Fig. 1: run 1, the metal 1 layer
Scale bar: 20 µm. Supply wires on this layer in grey.
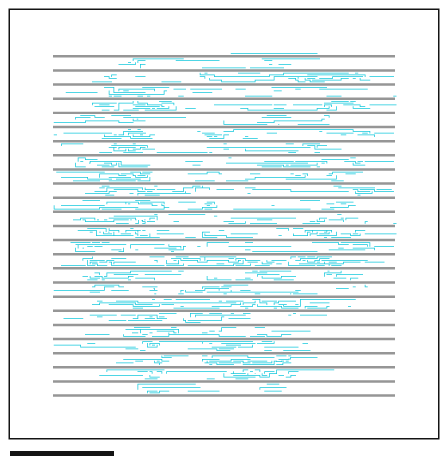
Fig. 2: run 1, met2 routing
Cells faint in the background.
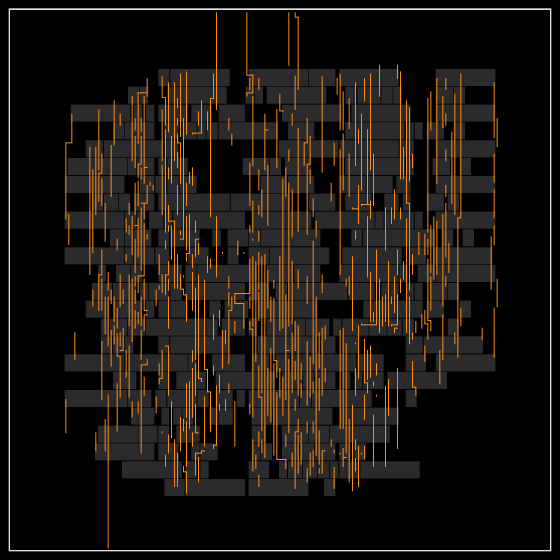
Fig. 3: run 1, signal wires on met3
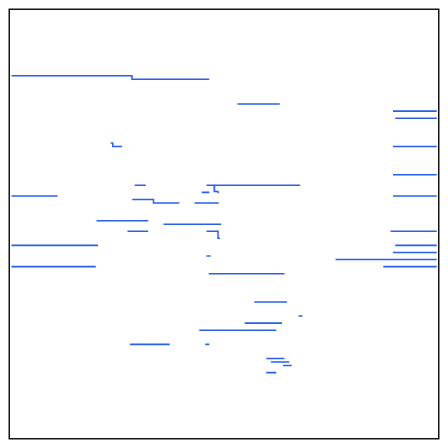
==> src/rtl/temp_pkg.sv <==
// Shared types and widths for the temperature sensor path.
package temp_pkg;

  localparam int unsigned TEMP_INT_W    = 6;
  localparam int unsigned TEMP_FRAC_W   = 4;
  localparam int unsigned TEMP_Q_W      = TEMP_INT_W + TEMP_FRAC_W;
  localparam int unsigned SENSOR_WORD_W = 16;
  localparam int unsigned SENSOR_RAW_W  = 13;

  localparam logic [TEMP_Q_W-1:0] TEMP_MAX_Q = 10'h3FF;

  typedef enum logic [2:0] {
    ST_IDLE,
    ST_SETUP,
    ST_SHIFT,
    ST_HOLD,
    ST_CONVERT
  } reader_state_e;

  // One decoded sensor word, before any filtering.
  typedef struct packed {
    logic                fault;
    logic                sat;
    logic [TEMP_Q_W-1:0] q;
  } sample_t;

endpackage

==> src/rtl/sensor_spi_rx.sv <==
// SPI mode-0 read-only receiver: frames one 16-bit sensor word per start and
// pulses done (with cs_n already high) once the word is in data.
module sensor_spi_rx
  import temp_pkg::*;
#(
  parameter int unsigned CLK_DIV = 4
) (
  input  logic                     clk,
  input  logic                     rst_n,
  input  logic                     start,
  input  logic                     miso,
  output logic                     cs_n,
  output logic                     sck,
  output logic                     ready_c,
  output logic                     done,
  output logic [SENSOR_WORD_W-1:0] data
);

  localparam int unsigned DIV_W  = (CLK_DIV > 1) ? $clog2(CLK_DIV) : 1;
  localparam int unsigned HALF_W = $clog2(2 * SENSOR_WORD_W);

  localparam logic [DIV_W-1:0]  DIV_LAST  = DIV_W'(CLK_DIV - 1);
  localparam logic [HALF_W-1:0] HALF_LAST = HALF_W'(2 * SENSOR_WORD_W - 1);

  reader_state_e     state;
  logic [DIV_W-1:0]  div_cnt;
  logic [HALF_W-1:0] half_cnt;
  logic              div_last_c;

  assign div_last_c = (div_cnt == DIV_LAST);
  assign ready_c    = (state == ST_IDLE);

  // Frame sequencer: setup, 32 sck half-periods, hold, then one convert cycle.
  always_ff @(posedge clk or negedge rst_n) begin
    if (!rst_n) begin
      state    <= ST_IDLE;
      cs_n     <= 1'b1;
      sck      <= 1'b0;
      done     <= 1'b0;
      div_cnt  <= '0;
      half_cnt <= '0;
      data     <= '0;
    end else begin
      case (state)
        ST_IDLE: begin
          if (start) begin
            state   <= ST_SETUP;
            cs_n    <= 1'b0;
            div_cnt <= '0;
          end
        end
        ST_SETUP: begin
          if (div_last_c) begin
            state    <= ST_SHIFT;
            div_cnt  <= '0;
            half_cnt <= '0;
          end else begin
            div_cnt <= div_cnt + DIV_W'(1);
          end
        end
        ST_SHIFT: begin
          if (div_last_c) begin
            div_cnt <= '0;
            // sck low now means this boundary is a rising edge: sample miso
            if (!sck) begin
              data <= {data[SENSOR_WORD_W-2:0], miso};
            end
            if (half_cnt == HALF_LAST) begin
              state <= ST_HOLD;
              sck   <= 1'b0;
            end else begin
              sck      <= ~sck;
              half_cnt <= half_cnt + HALF_W'(1);
            end
          end else begin
            div_cnt <= div_cnt + DIV_W'(1);
          end
        end
        ST_HOLD: begin
          if (div_last_c) begin
            state <= ST_CONVERT;
            cs_n  <= 1'b1;
            done  <= 1'b1;
          end else begin
            div_cnt <= div_cnt + DIV_W'(1);
          end
        end
        ST_CONVERT: begin
          state <= ST_IDLE;
          done  <= 1'b0;
        end
        default: begin
          state <= ST_IDLE;
          cs_n  <= 1'b1;
          sck   <= 1'b0;
          done  <= 1'b0;
        end
      endcase
    end
  end

endmodule

==> src/rtl/temp_sensor_reader.sv <==
// Periodic SPI temperature sensor reader producing clamped 6.4 fixed-point readings.
// Define TEMP_READER_FILTER_EN to average the last four accepted samples.
module temp_sensor_reader
  import temp_pkg::*;
#(
  parameter int unsigned CLK_DIV       = 4,
  parameter int unsigned SAMPLE_PERIOD = 50000
) (
  input  logic                   clk,
  input  logic                   rst_n,
  input  logic                   enable,
  input  logic                   sensor_miso,
  output logic                   sensor_cs_n,
  output logic                   sensor_sck,
  output logic [TEMP_INT_W-1:0]  temp,
  output logic [TEMP_FRAC_W-1:0] temp_frac,
  output logic                   temp_valid,
  output logic                   temp_sat,
  output logic                   sensor_fault
);

  localparam int unsigned CNT_W = $clog2(SAMPLE_PERIOD);

  logic [CNT_W-1:0]         period_cnt;
  logic                     start_c;
  logic                     rx_ready_c;
  logic                     rx_done;
  logic [SENSOR_WORD_W-1:0] rx_data;
  logic [SENSOR_RAW_W-1:0]  raw_c;
  sample_t                  sample_c;
  logic [TEMP_Q_W-1:0]      out_q_c;

  assign start_c = enable && (period_cnt == '0) && rx_ready_c;

  // Conversion period: reload on each start, count down to zero otherwise.
  always_ff @(posedge clk or negedge rst_n) begin
    if (!rst_n) begin
      period_cnt <= '0;
    end else if (start_c) begin
      period_cnt <= CNT_W'(SAMPLE_PERIOD - 1);
    end else if (period_cnt != '0) begin
      period_cnt <= period_cnt - CNT_W'(1);
    end
  end

  sensor_spi_rx #(
    .CLK_DIV (CLK_DIV)
  ) u_rx (
    .clk     (clk),
    .rst_n   (rst_n),
    .start   (start_c),
    .miso    (sensor_miso),
    .cs_n    (sensor_cs_n),
    .sck     (sensor_sck),
    .ready_c (rx_ready_c),
    .done    (rx_done),
    .data    (rx_data)
  );

  assign raw_c = rx_data[SENSOR_WORD_W-1 -: SENSOR_RAW_W];

  // Decode: reject open line / bad tag bits, clamp to 0 .. 63.9375.
  always_comb begin
    sample_c.fault = (rx_data == '1) || (rx_data[1:0] != 2'b11);
    sample_c.sat   = 1'b0;
    sample_c.q     = raw_c[TEMP_Q_W-1:0];
    if (raw_c[SENSOR_RAW_W-1]) begin
      sample_c.sat = 1'b1;
      sample_c.q   = '0;
    end else if (raw_c[SENSOR_RAW_W-2:TEMP_Q_W] != '0) begin
      sample_c.sat = 1'b1;
      sample_c.q   = TEMP_MAX_Q;
    end
  end

`ifdef TEMP_READER_FILTER_EN
  localparam int unsigned SUM_W = TEMP_Q_W + 2;

  // The incoming sample is the newest of the four entries; hist holds the older three.
  logic [TEMP_Q_W-1:0] hist [3];
  logic                hist_loaded;
  logic [SUM_W-1:0]    sum_c;

  always_comb begin
    if (hist_loaded) begin
      sum_c = SUM_W'(sample_c.q) + SUM_W'(hist[0]) + SUM_W'(hist[1]) + SUM_W'(hist[2]);
    end else begin
      sum_c = {sample_c.q, 2'b00};
    end
    out_q_c = sum_c[SUM_W-1:2];
  end

  always_ff @(posedge clk or negedge rst_n) begin
    if (!rst_n) begin
      hist_loaded <= 1'b0;
      for (int i = 0; i < 3; i++) begin
        hist[i] <= '0;
      end
    end else if (rx_done && !sample_c.fault) begin
      hist_loaded <= 1'b1;
      hist[0]     <= sample_c.q;
      if (hist_loaded) begin
        hist[1] <= hist[0];
        hist[2] <= hist[1];
      end else begin
        hist[1] <= sample_c.q;
        hist[2] <= sample_c.q;
      end
    end
  end
`else
  assign out_q_c = sample_c.q;
`endif

  // Output registers update only on a completed frame.
  always_ff @(posedge clk or negedge rst_n) begin
    if (!rst_n) begin
      temp         <= '0;
      temp_frac    <= '0;
      temp_valid   <= 1'b0;
      temp_sat     <= 1'b0;
      sensor_fault <= 1'b0;
    end else begin
      temp_valid <= 1'b0;
      if (rx_done) begin
        if (sample_c.fault) begin
          sensor_fault <= 1'b1;
        end else begin
          sensor_fault <= 1'b0;
          temp_valid   <= 1'b1;
          temp_sat     <= sample_c.sat;
          temp         <= out_q_c[TEMP_Q_W-1:TEMP_FRAC_W];
          temp_frac    <= out_q_c[TEMP_FRAC_W-1:0];
        end
      end
    end
  end

endmodule

==> config.mk <==
export PLATFORM = sky130hd
export DESIGN_NAME = temp_sensor_reader
export DESIGN_NICKNAME = d
export VERILOG_FILES = /design/src/rtl/temp_pkg.sv /design/src/rtl/sensor_spi_rx.sv /design/src/rtl/temp_sensor_reader.sv
export SDC_FILE = /design/constraint.sdc
export NUM_CORES = 1
export LEC_CHECK = 0
export CORE_MARGIN = 8
export CORE_UTILIZATION = 63
export CTS_BUF_LIST = sky130_fd_sc_hd__clkbuf_2
export DETAILED_ROUTE_END_ITERATION = 10
export DONT_BUFFER_PORTS = 1
export PLACE_DENSITY = 0.79
export SETUP_SLACK_MARGIN = 0.2
export SLEW_MARGIN = 20
export SYNTH_ARGS = -nofsm -noshare
export SYNTH_HDL_FRONTEND = slang
export SYNTH_SLANG_ARGS = --single-unit
export TNS_END_PERCENT = 1
==> constraint.sdc <==
create_clock -name clk -period 4.75 [get_ports clk]
set_input_delay 0.7125 -clock clk [delete_from_list [all_inputs] [get_ports clk]]
set_output_delay 0.7125 -clock clk [all_outputs]
set_load 0.02 [all_outputs]
==> flow_summary.ini, run 1 <==
; implementation run metrics
[setup_path]
slowest_stage = nor3_1
cp_slowest_stage_delay_ns = 0.66
worstSetupPathType = flop to flop
critical_path_buf_inv_count = 0

[sta]
hold_viol_final = 0
relSlewSlack_pct = 40.2
worst_pin_slew_ns = 0.890
drv_slew = 0
fin_crit_sh_pct = 49.8
setup_viol = 0

[yosys]
syn-instance-count = 258
ys_area_mm2 = 0.00277
ys_seq_share_pct = 52.4
avgSynthCellArea_um2 = 10.8
fp_nets = 267

[global_routing]
grt_util_all_layers_pct = 16.8

[detailed_routing]
drc = 0
wire_per_inst_um = 16.4

[power_and_ir_drop]
power_leakage_nw = 1.32
totalPowerFinal_mw = 1.05
power_switching_mw = 0.299

[clock_tree]
cts_tree = yes
cts_buffer_depth = 2

[floorplan]
rows = 24

[cells_and_area]
area.growth.synth_to_final_pct = 6.00
layout_top_cell = dfrtp_1
fillers = 313
final_cells = 312

[job]
drv_cap = 0

[status]
status = completed

[placement]
placed_cells = 295
Notes on Fig. 1 above:
main direction	horizontal
wire length on this layer	2,360 µm
nets with wire on the layer	247
Detailed Route WL: 5120 µm
Vias: 1,924
met1 usage: 20.9%

Notes on Fig. 2 above:
main direction	vertical
share of all routed wire	47%
wire length on this layer	2,380 µm
nets with wire on the layer	216
longest straight run	30.9 µm
GR met2 Demand/Resource: 25.6%

Notes on Fig. 3 above:
main direction	horizontal
longest straight run	23.0 µm
share of all routed wire	6.0%
wire length on this layer	306 µm
GR Util met3: 4.55%

## run 1: what timing repair did
item                      4_1_cts  5_1_grt
buffers inserted                0        0
hold buffers                    1        0
hold endpoints to repair       57        0
resized                         0        0
## run 1: through the flow
step	worst slack (ns)	hold WS [ns]
after detailed placement	2.48	0.419
after global placement	2.27	0.419
after global routing	2.25	0.0322
after CTS	2.44	0.0327
final	2.38	0.0603
after floorplan	2.56	0.417
## run 1: flip-flops by register name (all words and copies together), names as in the netlist, 2 cells and up
register       count
period_cnt        16
temp               6
u_rx.state         3
temp_frac          4
u_rx.data         16
u_rx.half_cnt      5
u_rx.div_cnt       2
## run 1: kinds of logic (layout without fill, tap and decap cells)
kind of cell    Yosys count  in the layout  share of synthesized area, %
fa+ha+maj                 5              5                          2.26
simple gates             90             90                          17.7
xor+xnor                  7              7                          2.21
buf+inv                  20             22                          3.56
mux                      22             22                          8.66
compound gates           56             56                          13.2
flops                    58             58                          52.4
## run 1: area by class of cell
type	instances	area, µm²	area share, %
Clock buffer	9	45.0	1.53
Clock inverter	7	103	3.49
Multi-Input combinational cell	180	1230	41.8
Inverter	5	18.8	0.638
Sequential cell	58	1450	49.4
Tap cell	52	65.1	2.21
Timing Repair Buffer	1	27.5	0.936
## run 1: per-layer routing
metal	vias up	wire length, µm	global-route usage [%]
met3	11	306	4.55
li1	945	-	-
met4	0	78	10.0
met1	914	2360	20.9
met2	54	2380	25.6
met5	-	0	0
## run 1: worst paths after layout
path / to / slack [ns] / from
hold reg to reg: period_cnt[15]$_DFFE_PN0P_ / 0.50 / period_cnt[15]$_DFFE_PN0P_
setup / recovery: period_cnt[7]$_DFFE_PN0P_ / 2.38 / period_cnt[2]$_DFFE_PN0P_
min in group clk: u_rx.data[0]$_DFFE_PN0P_ / 0.37 / sensor_miso
hold / removal: temp[2]$_DFFE_PN0P_ / 0.06 / rst_n
max in group asynchronous: period_cnt[0]$_DFFE_PN0P_ / 4.44 / rst_n
setup reg to reg: period_cnt[7]$_DFFE_PN0P_ / 2.38 / period_cnt[2]$_DFFE_PN0P_
## run 1: cells in the mapped netlist, drive strengths merged (2+ instances only)
| master | number | area share, % |
|---|---|---|
| nand2b | 5 | 1.1 |
| a21oi | 9 | 1.6 |
| nor3 | 9 | 1.6 |
| mux2i | 6 | 2.2 |
| dfrtp | 57 | 51 |
| inv | 5 | 0.68 |
| nor4 | 6 | 1.9 |
| nand3b | 2 | 0.54 |
| buf | 4 | 1.4 |
| nor2 | 25 | 3.4 |
| mux2 | 16 | 6.5 |
| nor2b | 2 | 0.45 |
| xor2 | 2 | 0.63 |
| ha | 5 | 2.3 |
| or2 | 3 | 0.68 |
| o31ai | 10 | 2.7 |
| clkbuf | 11 | 1.5 |
| or3 | 2 | 0.45 |
| nor4b | 2 | 0.63 |
| a222oi | 2 | 0.72 |
| nand4 | 3 | 0.68 |
| xnor2 | 5 | 1.6 |
| nor3b | 2 | 0.54 |
| nand3 | 8 | 1.4 |
| o21ai | 19 | 3.4 |
| nand2 | 14 | 1.9 |
| o211ai | 4 | 1.1 |
| or4 | 4 | 1.4 |
## Run 2: what changed since run 1
--- a/config.mk
+++ b/config.mk
@@ -6,11 +6,11 @@
 export NUM_CORES = 1
 export LEC_CHECK = 0
 export CORE_MARGIN = 8
-export CORE_UTILIZATION = 63
+export CORE_UTILIZATION = 59
 export CTS_BUF_LIST = sky130_fd_sc_hd__clkbuf_2
 export DETAILED_ROUTE_END_ITERATION = 10
 export DONT_BUFFER_PORTS = 1
-export PLACE_DENSITY = 0.79
+export PLACE_DENSITY = 0.78
 export SETUP_SLACK_MARGIN = 0.2
 export SLEW_MARGIN = 20
 export SYNTH_ARGS = -nofsm -noshare
==> constraint.sdc (replaced) <==
create_clock -name clk -period 1.9 [get_ports clk]
set_input_delay 0.285 -clock clk [delete_from_list [all_inputs] [get_ports clk]]
set_output_delay 0.285 -clock clk [all_outputs]
set_load 0.02 [all_outputs]
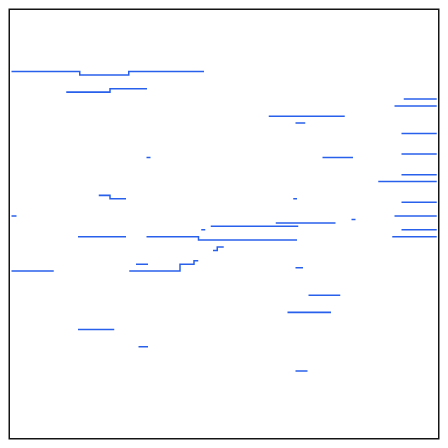
Fig. 4. Signal wires on met3 (run 2).
Vias: 2,159
GR Util met3: 4.00%

==> flow_summary.ini, run 2 <==
; implementation run metrics
[sta]
setup_ws_ns = -0.144
relSlewSlack_pct = 72.1
worst_pin_slew_ns = 0.418
fin_crit_sh_pct = 108
setup_viol = 16
drv_slew = 0

[cells_and_area]
n_antenna_cell = 0
final_cells = 357
reg.largest.list = period_cnt x16, u_rx.data x16, temp x6
area.growth.synth_to_final_pct = 24.5
fillers = 335

[detailed_routing]
wire_per_inst_um = 16.7
drc = 0
drt_wl_total_um = 5960

[job]
drv_cap = 0

[yosys]
avgSynthCellArea_um2 = 10.8
syn-instance-count = 258
ys_seq_share_pct = 52.4
yosys.cell_count.top_type = dfrtp_1
fp_nets = 267
synthTopCellsByArea = dfrtp_1 51%, mux2_2 6.5%, nor2_1 3.4%, o21ai_0 3.2%, o31ai_1 2.7%
top_area_cell = dfrtp_1
synthTopCellsByCount = 57 x dfrtp_1, 25 x nor2_1, 18 x o21ai_0

[floorplan]
rows = 25

[power_and_ir_drop]
power_leakage_nw = 1.55

[setup_path]
cp_slowest_stage_delay_ns = 0.55
worstSetupPathType = flop to flop
critical_path_buf_inv_count = 1
crit_family = simple AND/OR/NAND/NOR gates
slowest_stage = or4_4

[status]
violations = negative setup slack
status = finished, violations left

[clock_tree]
cts_tree = yes
run 2: cell counts after synthesis:
Identical to the previous run, type by type.
run 2: worst paths after layout:
kind,startpoint,endpoint,slack [ns],cells past startpoint
min,enable,u_rx.div_cnt[0]$_DFFE_PN0P_,0.15,3
max reg2reg,period_cnt[0]$_DFFE_PN0P_,u_rx.div_cnt[1]$_DFFE_PN0P_,-0.14,6
max,period_cnt[0]$_DFFE_PN0P_,u_rx.div_cnt[1]$_DFFE_PN0P_,-0.14,6
min reg2reg,period_cnt[11]$_DFFE_PN0P_,period_cnt[11]$_DFFE_PN0P_,0.51,1
min in group asynchronous,rst_n,u_rx.data[14]$_DFFE_PN0P_,0.33,2
max in group asynchronous,rst_n,u_rx.cs_n$_DFFE_PN1P_,1.28,2
run 2: what timing repair did:
| action | 4_1_cts | 5_1_grt |
|---|---|---|
| gates cloned | 1 | 0 |
| buffers inserted | 5 | 0 |
| resized | 19 | 22 |
| hold endpoints to repair | 60 | 0 |
| pin swaps | 10 | 15 |
| hold buffers | 4 | 0 |
| endpoints found under the setup margin | 26 | 26 |
run 2: power by group:
| part | total (mW) | switching (mW) | internal (mW) | leakage [nW] |
|---|---|---|---|---|
| clock network | 0.888 | 0.455 | 0.433 | 0.0793 |
| registers | 1.40 | 0.0720 | 1.32 | 0.753 |
| logic | 0.477 | 0.247 | 0.230 | 0.718 |
| total | 2.76 | 0.774 | 1.99 | 1.55 |
run 2: cell type report:
type / instances / area, µm² / share of cell area [%]
clock inverters: 6 / 81.3 / 2.36
clock buffers: 10 / 50.0 / 1.45
repair buffers: 43 / 370 / 10.7
flip-flops and latches: 58 / 1450 / 42.1
inverters: 5 / 18.8 / 0.543
well taps: 54 / 67.6 / 1.96
multi-input cells: 181 / 1410 / 40.9
run 2: cells by family after synthesis:
logic type	synth area share (%)
buffers and inverters	3.56
xor gates and xnor gates	2.21
AOI/OAI and AO/OA	13.2
adders and majority gates	2.26
DFF	52.4
and+or+nand+nor	17.7
muxes	8.66
run 2: stage by stage:
step / hold slack (ns) / instance area, µm² / TNS (ns) / setup WS [ns]
after floorplan: -0.0106 / 2770 / -2.07 / -0.254
after global placement: -0.00820 / 3030 / -0.741 / -0.120
after detailed placement: -0.00841 / 3030 / -1.31 / -0.176
after CTS: 0.0943 / 3350 / -1.28 / -0.179
after global routing: 0.129 / 3450 / -2.55 / -0.245
final: 0.146 / 3450 / -1.32 / -0.144
run 2: worst reg2reg max path, cell delays in order, from the launching register on:
cell,delay [ns]
dfrtp_1,0.42
inv_2,0.09
ha_4,0.12
or4b_4,0.50
or4_4,0.55
o211ai_1,0.18
nand2_1,0.07
run 2: routing by layer:
metal	vias to the layer above	part of all wire [%]	GRT usage, %
met3	13	4.7	4.00
li1	1031	-	-
met5	-	0	0
met2	47	50	28.6
met1	1068	44	21.7
met4	0	2.2	10.8
No activity file was given, so power comes from the tool's default toggle rates.
